### config.mk
export PLATFORM = sky130hd
export DESIGN_NAME = shift_add_mul16_flat
export DESIGN_NICKNAME = d
export VERILOG_FILES = /design/src/rtl/shift_add_mul16_if.sv /design/src/rtl/shift_add_mul16.sv /design/src/flat_wrapper.sv
export SDC_FILE = /design/constraint.sdc
export NUM_CORES = 1
export LEC_CHECK = 0
export ABC_AREA = 1
export CORE_MARGIN = 2
export CORE_UTILIZATION = 39
export DETAILED_ROUTE_END_ITERATION = 12
export PLACE_DENSITY = 0.77
export SETUP_SLACK_MARGIN = 0.4
export SLEW_MARGIN = 0
export SYNTH_ARGS = -nofsm -noshare
export SYNTH_HDL_FRONTEND = slang
export SYNTH_SLANG_ARGS = --single-unit
### constraint.sdc
create_clock -name clk -period 1.25 [get_ports clk]
set_input_delay 0.1875 -clock clk [delete_from_list [all_inputs] [get_ports clk]]
set_output_delay 0.1875 -clock clk [all_outputs]
set_load 0.02 [all_outputs]
### src/rtl/shift_add_mul16_if.sv
// rtl/shift_add_mul16_if.sv - operand/product handshakes and adder operand bus for shift_add_mul16
interface shift_add_mul16_if;
    logic        in_valid;
    logic        in_ready;
    logic [15:0] mcand;
    logic [15:0] mplier;
    logic        out_valid;
    logic        out_ready;
    logic [31:0] product;
    logic        busy;
    logic [15:0] add_a;
    logic [15:0] add_b;
    logic        add_cin;
    logic [15:0] add_s;
    logic        add_cout;

    modport slave (
        input  in_valid, mcand, mplier, out_ready, add_s, add_cout,
        output in_ready, out_valid, product, busy, add_a, add_b, add_cin
    );

    modport master (
        output in_valid, mcand, mplier, out_ready, add_s, add_cout,
        input  in_ready, out_valid, product, busy, add_a, add_b, add_cin
    );
endinterface

### src/rtl/shift_add_mul16.sv
// rtl/shift_add_mul16.sv - 16x16 unsigned shift-and-add multiplier driving an external 16-bit adder
module shift_add_mul16 #(
    parameter int unsigned SETTLE = 1
) (
    input  logic            clk,
    input  logic            rst_n,
    shift_add_mul16_if.slave bus
);
    typedef enum logic [1:0] {
        IDLE = 2'd0,
        ADD  = 2'd1,
        DONE = 2'd2
    } state_t;

    localparam logic [3:0] SC_LAST = 4'(SETTLE - 1);

    state_t      state;
    logic [15:0] hi;
    logic [15:0] lo;
    logic [15:0] mc;
    logic [3:0]  iter;
    logic [3:0]  sc;

    // Operands are pure functions of registers so they hold still for the whole settle window.
    assign bus.add_a     = (state == ADD) ? hi : 16'h0000;
    assign bus.add_b     = ((state == ADD) && lo[0]) ? mc : 16'h0000;
    assign bus.add_cin   = 1'b0;
    assign bus.in_ready  = (state == IDLE);
    assign bus.out_valid = (state == DONE);
    assign bus.busy      = (state == ADD);
    assign bus.product   = {hi, lo};

    always_ff @(posedge clk or negedge rst_n) begin
        if (!rst_n) begin
            state <= IDLE;
            hi    <= 16'h0000;
            lo    <= 16'h0000;
            mc    <= 16'h0000;
            iter  <= 4'd0;
            sc    <= 4'd0;
        end else begin
            case (state)
                IDLE: begin
                    if (bus.in_valid) begin
                        mc    <= bus.mcand;
                        lo    <= bus.mplier;
                        hi    <= 16'h0000;
                        iter  <= 4'd0;
                        sc    <= 4'd0;
                        state <= ADD;
                    end
                end
                ADD: begin
                    if (sc == SC_LAST) begin
                        // {cout,sum,lo} shifted right by one: carry lands in hi[15], sum[0] in lo[15].
                        hi   <= {bus.add_cout, bus.add_s[15:1]};
                        lo   <= {bus.add_s[0], lo[15:1]};
                        sc   <= 4'd0;
                        iter <= iter + 4'd1;
                        if (iter == 4'd15) begin
                            state <= DONE;
                        end
                    end else begin
                        sc <= sc + 4'd1;
                    end
                end
                DONE: begin
                    if (bus.out_ready) begin
                        state <= IDLE;
                    end
                end
                default: begin
                    state <= IDLE;
                end
            endcase
        end
    end
endmodule

### src/flat_wrapper.sv
// flat-port wrapper written by rule: the top's interface ports become plain ports
module shift_add_mul16_flat 
#(
    parameter int unsigned SETTLE = 1
)
  (clk, rst_n, bus_in_valid, bus_mcand, bus_mplier, bus_out_ready, bus_add_s, bus_add_cout, bus_in_ready, bus_out_valid, bus_product, bus_busy, bus_add_a, bus_add_b, bus_add_cin);
  shift_add_mul16_if bus_i ();
  input  logic clk;
  input  logic rst_n;
  input wire logic [$bits(bus_i.in_valid)-1:0] bus_in_valid;
  input wire logic [$bits(bus_i.mcand)-1:0] bus_mcand;
  input wire logic [$bits(bus_i.mplier)-1:0] bus_mplier;
  input wire logic [$bits(bus_i.out_ready)-1:0] bus_out_ready;
  input wire logic [$bits(bus_i.add_s)-1:0] bus_add_s;
  input wire logic [$bits(bus_i.add_cout)-1:0] bus_add_cout;
  output wire logic [$bits(bus_i.in_ready)-1:0] bus_in_ready;
  output wire logic [$bits(bus_i.out_valid)-1:0] bus_out_valid;
  output wire logic [$bits(bus_i.product)-1:0] bus_product;
  output wire logic [$bits(bus_i.busy)-1:0] bus_busy;
  output wire logic [$bits(bus_i.add_a)-1:0] bus_add_a;
  output wire logic [$bits(bus_i.add_b)-1:0] bus_add_b;
  output wire logic [$bits(bus_i.add_cin)-1:0] bus_add_cin;
  assign bus_i.in_valid = bus_in_valid;
  assign bus_i.mcand = bus_mcand;
  assign bus_i.mplier = bus_mplier;
  assign bus_i.out_ready = bus_out_ready;
  assign bus_i.add_s = bus_add_s;
  assign bus_i.add_cout = bus_add_cout;
  assign bus_in_ready = bus_i.in_ready;
  assign bus_out_valid = bus_i.out_valid;
  assign bus_product = bus_i.product;
  assign bus_busy = bus_i.busy;
  assign bus_add_a = bus_i.add_a;
  assign bus_add_b = bus_i.add_b;
  assign bus_add_cin = bus_i.add_cin;
  shift_add_mul16 #(.SETTLE(SETTLE)) u_core (.clk(clk), .rst_n(rst_n), .bus(bus_i));
endmodule
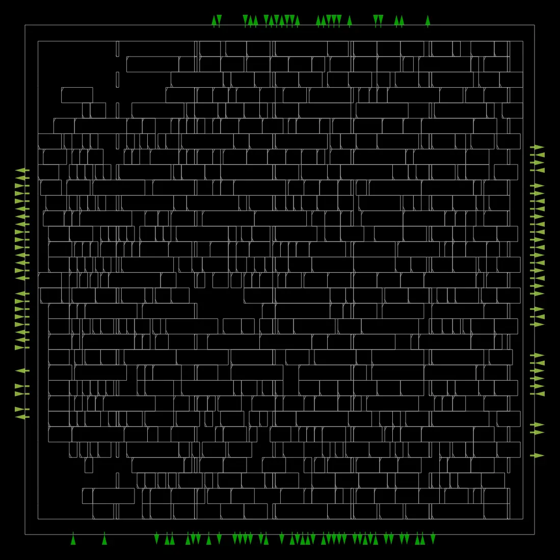
**Above:** run 1 (placed standard cells).
row cnt: 31
Post-Layout Cell Count: 679
fraction of standard cell area that is sequential: 25.1%
tap cells: 99

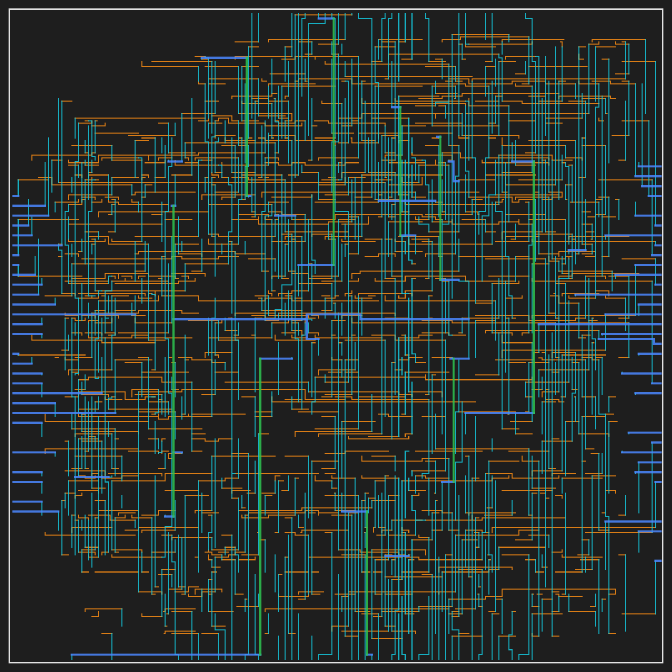
**Above:** run 1 (metal layers overlaid).
[cyan] M2 | wire length: 5580 microns
[green] M4 | wire length: 246 microns
[blue] M3 | wire length: 413 microns
[orange] M1 | wire length: 4040 microns
aggregate global-route resource usage: 26.2%
routed wire length: 10.3 mm
DR vias: 3206
post-DR wirelength/cell: 15.1 microns

==> notes.md, run 1 <==
yosys + openroad results -> count leader, synth=nand2_1, Met2 Wirelength=5.58 mm, WHS=379 ps, die width=89.9 microns, GRT overflow=0, Clock power frac=between 10% and 20%, Worst EP arrival=1790 ps, setup violators final=around 94, status=complete, but fails checks, Hold Vio Cnt, Final=0, RePlAce Congestion=0.759, synthesized net count=432, final period utilization=125%, placed cell areas=roughly 4800 sq um, number of global-route vias before repair=3460, post-synthesis sequential area ratio=approximately half, routed wl met3=between 400 and 500 microns, Worst Path Required=~1500 ps, flops out of synthesis=58, clock period minus worst slack=1560 ps, warnings from Yosys=0, Synth area leaders=dfrtp_1 (50%), nand2_1 (17%), inv_1 (7.2%), nor2_1 (6.7%), a21oi_1 (2.8%), max-slew violations=0, Setup crit start=u_core.state[0]$_DFFE_PN0P_, library cells used by synthesis=27, asr flop ratio synth=100%, post-layout worst setup margin=-313 ps, failing checks=setup timing, Worst R2R Setup Slack=-310 ps, reg2reg start=u_core.state[0]$_DFFE_PN0P_, FP Core Util=39.9%, core area=7210 sq um, Yosys chip area=about 2900 sq um, list of most frequent post-synthesis cells=nand2_1 (129), dfrtp_1 (58), inv_1 (55), Post-synth EDFFs=0, Post-DRT Antenna Nets=0, part of the power in combinational logic=67.3%, initial detailed-routing violation count=about 120, largest net degree at the start of global routing=59, post-route cell area=5790 sq um, initial antenna violation count=0, Yosys Instances=376, ant diodes=0, share of cells above drive strength 1=a little under half, CTS buffer count=9, DRC=0, OpenROAD warnings=30, post-synthesis cell area=~2900 sq um
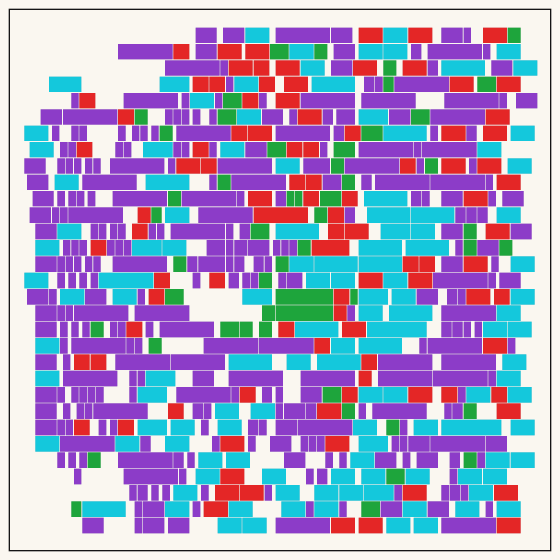
**Above:** run 1 (drive-strength map).
[red] x3 and x4 | cells: 95
[cyan] x6 and larger | cells: 121
[purple] x1 and smaller | cells: 313
[green] x2 | cells: 51

[run 1: critical path, cell delays in order (launching register included)]
cell       delay (ps)
dfrtp_2           420
buf_4             140
buf_6             120
nor2_4             90
buf_6             120
nand2_4            60
nand3_4           170
inv_4              70
clkbuf_16         160
nand2_1            60
nand2_1            50
[run 1: per-layer routing]
metal / global-route usage (%) / vias up
met5: 0 / -
met4: 12.2 / 0
met3: 4.02 / 20
met2: 47.5 / 95
met1: 30.3 / 1563
li1: - / 1528
[run 1: power groups by stage]
stage                     clock network, uW  logic [uW]  registers (uW)
after floorplan                           0        3680            3870
after global placement                    0        7390            3190
after detailed placement                  0        7590            3220
after CTS                              1640        9650            3270
after global routing                   1750       10800            3380
final                                  1640       10200            3310
[run 1: placed cells by master (no fill, tap or decap), types with 2 or more instances in the layout]
master             n
nand2_1          108
buf_6             87
dfrtp_1           56
inv_1             52
clkdlybuf4s50_1   51
buf_4             44
nor2_4            41
nand2_2           19
o21ai_1           17
clkbuf_8          12
a21oi_1           10
nor2_2             9
buf_12             9
nand2_8            8
o21ai_2            6
a21oi_2            6
nand2_4            5
nand3_1            5
inv_2              3
inv_4              3
nand3_2            3
nor2_1             3
xnor2_1            2
ha_1               2
clkbuf_1           2
clkinv_2           2
buf_16             2
dfrtp_2            2
[run 1: registers in the layout, indices dropped and copies added (netlist names)]
name          flops
u_core.hi        16
u_core.lo        16
u_core.sc         4
u_core.state      2
u_core.mc        16
u_core.iter       4
[run 1: area by class of cell]
type	instances	share of cell area [%]
inverters	58	3.89
clock inverters	2	0.173
clock buffers	14	2.98
well taps	99	2.14
repair buffers	197	36.4
flip-flops and latches	58	25.1
multi-input cells	251	29.3
[run 1: stage by stage]
| stage | util [%] | setup TNS, ps | total power, uW | cells |
|---|---|---|---|---|
| after floorplan | - | -2140 | 7550 | 376 |
| after global placement | 66.0 | -22700 | 10600 | 624 |
| after detailed placement | 66.0 | -25930 | 10800 | 624 |
| after CTS | 78.4 | -24540 | 14600 | 671 |
| after global routing | 80.3 | -28260 | 15900 | 679 |
| final | 80.3 | -23110 | 15100 | 679 |
[run 1: what timing repair did]
| action | in CTS | in global routing |
|---|---|---|
| resized | 486 | 18 |
| hold buffers | 1 | 0 |
| buffers inserted | 21 | 7 |
| pin swaps | 11 | 5 |
| endpoints found under the hold margin | 58 | 0 |
| cloned | 9 | 1 |
| setup endpoints to repair | 125 | 125 |
[run 1: logic make-up (layout without fill, tap and decap cells)]
group                      count (synthesis)  after routing  share of synthesized area [%]
and+or+nand+nor                          197            204                           27.9
adders and majority gates                  3              3                           1.30
AOI/OAI and AO/OA                         40             40                           7.43
buffers and inverters                     74            271                           11.9
xor gates and xnor gates                   3              3                          0.913
DFF                                       58             58                           50.4
other                                      1              1                          0.130
==> run 2, diff against run 1 <==
--- a/config.mk
+++ b/config.mk
@@ -6,6 +6,7 @@
 export NUM_CORES = 1
 export LEC_CHECK = 0
 export ABC_AREA = 1
+export CORE_ASPECT_RATIO = 1.1
 export CORE_MARGIN = 2
 export CORE_UTILIZATION = 39
 export DETAILED_ROUTE_END_ITERATION = 12
==> constraint.sdc (replaced) <==
create_clock -name clk -period 1.32 [get_ports clk]
set_input_delay 0.198 -clock clk [delete_from_list [all_inputs] [get_ports clk]]
set_output_delay 0.198 -clock clk [all_outputs]
set_load 0.02 [all_outputs]
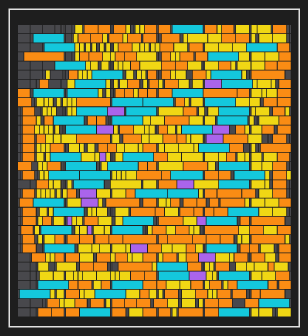
**Above:** run 2 (placed cells, one colour a class).
Fill, decap, tap and diode cells in grey.
[yellow] remaining logic cells | cells: 302 | share of their area: 33%
[cyan] registers | cells: 58 | share of their area: 24%
[purple] clock drivers and dummy loads | cells: 15 | share of their area: 2.8%
[orange] remaining buffers and delay cells | cells: 218 | share of their area: 40%
row cnt: 32
fin util: 88.8%

==> run 2 against run 1 <==
Against the previous run:
- the run ends with DRC, setup timing left
- first-iteration DRC count up 95%
- count of clock-buffer cells in the layout fell by 1
- sequential cell count is the same
- cell count is 0.15% lower
- critical path depth is 2 lower
- design area grew 8.6%
- worst setup slack lost 41 ps
- hold slack gained 18 ps
- die size about the same
- maximum frequency shrank 6.7%
- clock power is 7% lower
- sequential share of layout area decreased by 2.0 points
- critical path type unchanged
- largest cell class unchanged
- largest power group unchanged
==> notes.md, run 2 <==
yosys + openroad results -> ant diodes=0 (unchanged), clock period minus worst slack=1670 ps (+111 ps), largest net degree at the start of global routing=59 (unchanged), final period utilization=127% (+1.8 points), XORs/XNORs by Area=0.913% (unchanged), cell at the slowest stage of the critical path=dfrtp_2, CTS Root Cell=clkbuf_8, nets@finish=roughly 650, CTS buffer count=9 (unchanged), synthesized net count=432 (unchanged), Worst setup EP type=flip-flop, worst path bufs/invs=5 (unchanged), cell family with most CP delay=buffers and inverters, failing checks=DRC, setup timing, post-synthesis sequential area ratio=50.4% (unchanged), routed wire length=14.5 mm (+41%), Detail Placement HPWL=roughly 5.5 mm, Yosys chip area=2880 sq um (unchanged), Simple-Gate Fraction of Synth Area=27.9% (unchanged), RePlAce Congestion=0.787 (+3.7%), Commonest Layout Cell=buf_6, critical-path maximum fanout=9, Register Area=1450 sq um, post-DR wirelength/cell=21.4 microns (+41%), FP Core Util=40.6% (+0.72 points), First-pass DRT Iterations=9, Post-DRT Antenna Nets=0 (unchanged), warnings from Yosys=0 (unchanged), max-slew violations=0 (unchanged), Worst EP arrival=1930 ps (+140 ps), aggregate global-route resource usage=32.3% (+6.2 points), share of the synthesized area in the top cell type=between 50 and 60%, Hold Vio Cnt, Final=0 (unchanged), post-layout worst setup margin=-355 ps (-41.4 ps), crit-path cells=nor2_8, buf_6, buf_12, buf_6, buf_6, nand3_4, buf_16, o21ai_2, library cells used by synthesis=27 (unchanged), share of cells above drive strength 1=54.8% (+8.8 points), syn avg cell area=between 7 and 8 sq um, initial detailed-routing violation count=234 (+95%), OpenROAD warnings=30 (unchanged), VDD IR-drop max=0.00174 V, asr flop ratio synth=100% (unchanged), Power Total=16500 uW (+9.3%), Worst R2R Setup Slack=-350 ps (-40 ps), Leak=0.00310 uW, Post-synth EDFFs=0 (unchanged), CP max stage delay=450 ps (+30 ps), setup violators final=93 (-1.1%), count leader, synth=nand2_1, pwr/cell area=2630 nW/um^2, Adder-Cell Fraction of Synth Area=1.30% (unchanged), fillcell total=289, die width=85.9 microns (-4.4%), Top non-seq family=simple AND/OR/NAND/NOR gates, reg2reg start=u_core.state[1]$_DFFE_PN0P_, first-pass GRT wire length=between 15 and 20 mm, Yosys Instances=376 (unchanged), Crit path top cell by count=buf_6, Complex Gates by Area=7.43% (unchanged), post-synthesis cell area=2880 sq um (unchanged), most frequent cells in the layout=buf_6 (89), nand2_1 (86), dfrtp_1 (56), GRT overflow=0 (unchanged), unrepaired setup endpoints after global routing=yes, Setup crit start=u_core.state[1]$_DFFE_PN0P_, flops out of synthesis=58 (unchanged), DRC=7 (+7), core area=7090 sq um (-1.8%), status=complete, but fails checks, initial antenna violation count=0 (unchanged), number of global-route vias before repair=3674 (+6.2%), mux frac, synth=0% (unchanged), Synth area leaders=dfrtp_1 (50%), nand2_1 (17%), inv_1 (7.2%), nor2_1 (6.7%), a21oi_1 (2.8%), DR vias=3579 (+12%), largest registers=u_core.hi (16), u_core.lo (16), u_core.mc (16), vias per cell=between 5 and 6, list of most frequent post-synthesis cells=nand2_1 (129), dfrtp_1 (58), inv_1 (55), Worst Path Required=1570 ps (+90 ps)
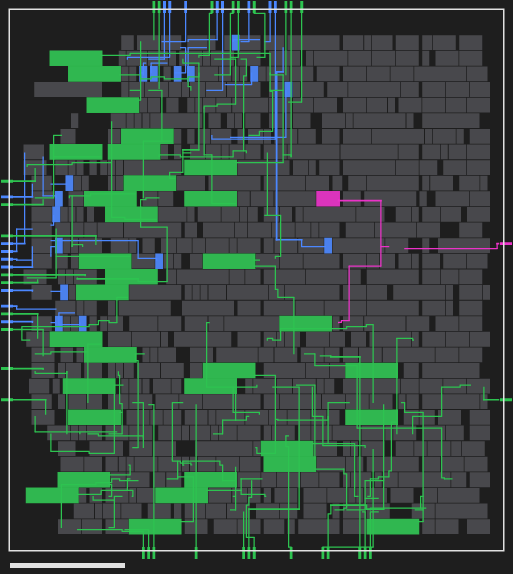
**Above:** run 2 (port wiring).
Scale bar: 20 microns.
[blue] bus_mplier | bits: 16 | direction: input | edge: 8 left, 8 top | end cells: 16 | buffers: 16 | wire: 314 microns
[green] bus_product | bits: 32 | direction: output | edge: 13 bottom, 9 top, 9 left, 1 right | end cells: 32 | buffers: 45 | wire: 1560 microns
[magenta] bus_out_valid | bits: 1 | direction: output | edge: right | end cells: 1 | buffers: 1 | wire: 54.7 microns
IO Pins: 121
number of buffers added on ports: 119

## run 2: layout make-up
cell class	count	area share, %
Inverter	58	3.70
Timing Repair Buffer	218	39.8
Clock buffer	13	2.53
Tap cell	85	1.69
Sequential cell	58	23.1
Clock inverter	2	0.199
Multi-Input combinational cell	244	29.0
## run 2: where the power goes
group / total [uW] / switching, uW / internal, uW
clock: 1530 / 761 / 773
sequential: 3260 / 691 / 2570
combinational: 11700 / 6000 / 5740
total: 16500 / 7450 / 9090
## run 2: final timing paths
kind / end / cells after the start
worst max-delay path: u_core.iter[0]$_DFFE_PN0P_ / 8
worst min-delay path: u_core.mc[7]$_DFFE_PN0P_ / 3
worst max register to register: u_core.iter[0]$_DFFE_PN0P_ / 8
worst min register to register: u_core.mc[11]$_DFFE_PN0P_ / 2
max in group asynchronous: u_core.state[1]$_DFFE_PN0P_ / 3
min in group clk: u_core.hi[3]$_DFFE_PN0P_ / 3
## run 2: kinds of logic (layout without fill, tap and decap cells)
logic type      after synthesis  after routing
simple gates                197            197
buf+inv                      74            291
flops                        58             58
compound gates               40             40
fa+ha+maj                     3              3
xor+xnor                      3              3
other cells                   1              1
## run 2: tightest hold or removal path: stages
cell and delay (ps):
dlygate4sd3_1 530, buf_2 130, buf_12 280
## run 2: repair_timing
action                                 CTS  global route
buffers inserted                        33            21
gates resized                          547            32
hold buffers                             1             0
endpoints found under the hold margin   58             0
setup endpoints to repair              125           125
pin swaps                               16             5
cloned                                  11             1
## run 2: layer usage
layer	part of all wire (%)	up-vias	global-route usage, %
met3	5.5	56	4.92
met2	54	189	59.2
li1	-	1552	-
met1	36	1782	35.3
met5	0	-	0
met4	4.8	0	17.6
## run 2: metrics by stage
step / instance area [sq um] / hold slack [ps] / instances / TNS (ps)
finish: 6290 / 398 / 678 / -23380
global route: 6290 / 419 / 678 / -26260
CTS: 5980 / 402 / 656 / -16600
detailed placement: 4630 / 229 / 596 / -18420
global placement: 4630 / 223 / 596 / -16720
floorplan: 3190 / -97.6 / 376 / 0
Power and IR drop assume default switching activity.
